--- config.mk ---
export PLATFORM = sky130hd
export DESIGN_NAME = pipo_load_arbiter
export DESIGN_NICKNAME = d
export VERILOG_FILES = /design/src/rtl/pipo_ctrl_pkg.sv /design/src/rtl/pipo_reg_en.sv /design/src/rtl/pipo_load_arbiter.sv
export SDC_FILE = /design/constraint.sdc
export NUM_CORES = 1
export LEC_CHECK = 0
export ABC_AREA = 1
export CORE_AREA = 2 2 49 51
export CTS_CLUSTER_DIAMETER = 40
export DETAILED_ROUTE_END_ITERATION = 10
export DIE_AREA = 0 0 51 53
export PLACE_DENSITY_LB_ADDON = 0.2
export SLEW_MARGIN = 20
export SYNTH_ARGS = -nofsm -noshare
export SYNTH_HDL_FRONTEND = slang
export SYNTH_SLANG_ARGS = --single-unit
export TNS_END_PERCENT = 5
--- constraint.sdc ---
create_clock -name clk -period 4.9 [get_ports clk]
set_input_delay 1.225 -clock clk [delete_from_list [all_inputs] [get_ports clk]]
set_output_delay 1.225 -clock clk [all_outputs]
set_load 0.01 [all_outputs]
--- src/rtl/pipo_ctrl_pkg.sv ---
// Shared types for the PIPO load arbiter: register occupancy state and owner-index sizing.
package pipo_ctrl_pkg;

  typedef enum logic {EMPTY = 1'b0, FULL = 1'b1} state_t;

  function automatic int idw_f(input int n);
    return $clog2(n);
  endfunction

endpackage

--- src/rtl/pipo_reg_en.sv ---
// Plain register with load enable and asynchronous active-high clear to zero.
module pipo_reg_en #(
  parameter int W = 4
) (
  input  logic         clk,
  input  logic         rst,
  input  logic         en,
  input  logic [W-1:0] d,
  output logic [W-1:0] q
);

  always_ff @(posedge clk or posedge rst) begin
    if (rst)     q <= '0;
    else if (en) q <= d;
  end

endmodule

--- src/rtl/pipo_load_arbiter.sv ---
// Round-robin arbiter loading one of NREQ producer words into a shared holding register,
// held with its owner index until the consumer acknowledges it.
module pipo_load_arbiter
  import pipo_ctrl_pkg::*;
#(
  parameter  int NREQ  = 4,
  parameter  int WIDTH = 4,
  localparam int IDW   = idw_f(NREQ)
) (
  input  logic                  clk,
  input  logic                  rst,
  input  logic [NREQ-1:0]       req_valid,
  input  logic [NREQ*WIDTH-1:0] req_data,
  output logic [NREQ-1:0]       req_ready,
  output logic [WIDTH-1:0]      out_data,
  output logic [IDW-1:0]        out_owner,
  output logic                  out_valid,
  input  logic                  out_ack
);

  state_t                       state, state_nx;
  logic [IDW-1:0]               last, winner;
  logic                         any, window, grant;
  logic [NREQ-1:0][WIDTH-1:0]   words;

  assign words = req_data;
  assign any   = |req_valid;

  // Search starts just past the last winner so the previous owner drops to lowest priority.
  always_comb begin
    logic found;
    logic [IDW-1:0] idx;
    winner = '0;
    found  = 1'b0;
    for (int k = 0; k < NREQ; k++) begin
      idx = IDW'((int'(last) + 1 + k) % NREQ);
      if (!found && req_valid[idx]) begin
        winner = idx;
        found  = 1'b1;
      end
    end
  end

  always_ff @(posedge clk or posedge rst) begin
    if (rst) state <= EMPTY;
    else     state <= state_nx;
  end

  always_comb begin
    state_nx = state;
    case (state)
      EMPTY:   if (any) state_nx = FULL;
      FULL:    if (out_ack) state_nx = any ? FULL : EMPTY;
      default: state_nx = EMPTY;
    endcase
  end

  // Gating on rst keeps a same-cycle grant from looking accepted to the producer.
  always_comb begin
    out_valid = (state == FULL);
    window    = (state == EMPTY) || out_ack;
    grant     = window && any && !rst;
    req_ready = grant ? (NREQ'(1) << winner) : '0;
  end

  always_ff @(posedge clk or posedge rst) begin
    if (rst)        last <= IDW'(NREQ - 1);
    else if (grant) last <= winner;
  end

  pipo_reg_en #(.W(WIDTH)) u_data (
    .clk (clk),
    .rst (rst),
    .en  (grant),
    .d   (words[winner]),
    .q   (out_data)
  );

  pipo_reg_en #(.W(IDW)) u_owner (
    .clk (clk),
    .rst (rst),
    .en  (grant),
    .d   (winner),
    .q   (out_owner)
  );

endmodule

Fig. 1: clock network drawn from the DEF
The bar under the picture is 20 um long.
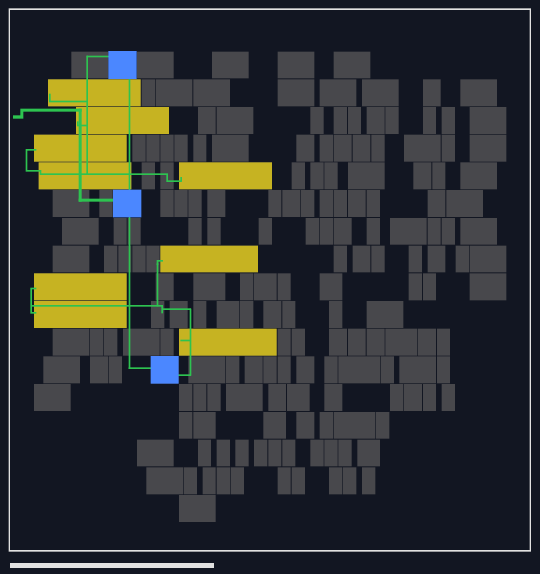
clock drivers -> blue  # count 3
flip-flops -> yellow  # count 9
clock wires -> green  # length 127 um
routed clock nets = 4
Power Clock: 56.8 uW
Fin Clk Skew: 0.0002412 ns
Late-Pin Clk Latency: 0.26 ns
clock network fraction of total power: 0.068

Fig. 2: clock wiring as the flow saved it
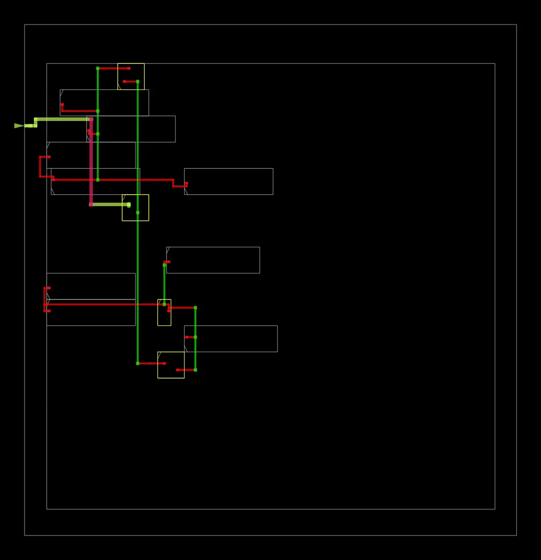
clock buf count: 4
clk sinks: 9
total clock buffers created by CTS: 3

==> job_summary.md <==
### Yosys + OpenROAD results

| Metric | Value |
|---|---|
| AO/OA Area Share | `0.04385` |
| Crit-path cells | `clkdlybuf4s50_1 -> nand2_1 -> nand2_1 -> nand2_1 -> nand2_2 -> inv_2 -> nand2_1 -> nand2_1 -> nand2_1 -> nand3_2 -> nor3_1 -> clkdlybuf4s50_1` |
| Launch point of the worst reg-to-reg path | `last[0]$_DFFE_PP1P_` |
| M1 GR Usage | `0.2084` |
| Syn nets | `174` |
| Outcome | `finished clean` |
| Invs w/o clock | `21` |
| Detail Route Antenna Nets | `0` |
| Design area | `0.001244 mm^2` |
| Syn avg cell area | `5.858 um^2` |
| Worst hold path startpoint | `u_data.q[1]$_DFFE_PP0P_` |
| Min cycle time layout | `4.600 ns` |
| GR Layer Usage met3 | `0.02825` |
| Hold path endpoint | `u_data.q[1]$_DFFE_PP0P_` |
| Filler cells | `207` |
| Synth cell types | `19` |
| Core area | `0.002148 mm^2` |
| Dominant cell area share | `0.3055` |
| Seq area share | `0.1831` |
| Total Power | `831.8 uW` |
| Hold buffer count at CTS | `0` |
| Post-synth seq share | `0.2574` |
| Multi-input comb cells | `118` |
| Sequential power share | `0.172` |
| Reg2Reg Depth | `15` |
| Area Overhead vs Synth | `40.59%` |
| Via/cell ratio | `4.690` |
| Combinational cell power | `632 uW` |
Fig. 3: port wiring
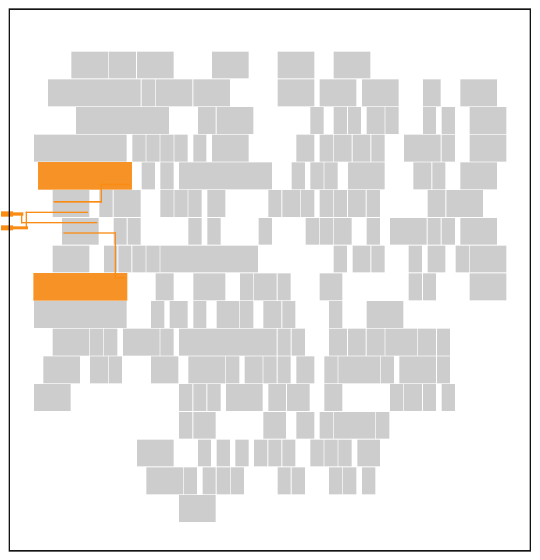
`out_owner` -> orange  # bits 2, direction output, edge west, end cells 2, buffers 2, wire 37.0 um
I/O pins: 34
port bufs: 33

Fig. 4: wiring by layer
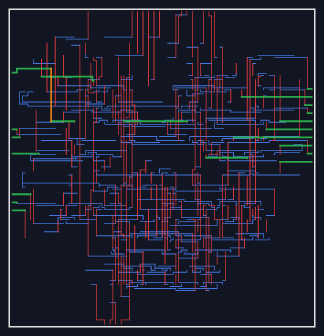
metal 1 -> blue  # wire length 1060 um
metal 4 -> orange  # wire length 8.80 um
metal 2 -> red  # wire length 1030 um
metal 3 -> green  # wire length 101 um

Power figures rest on the tool's default switching activity, not on a simulated workload.
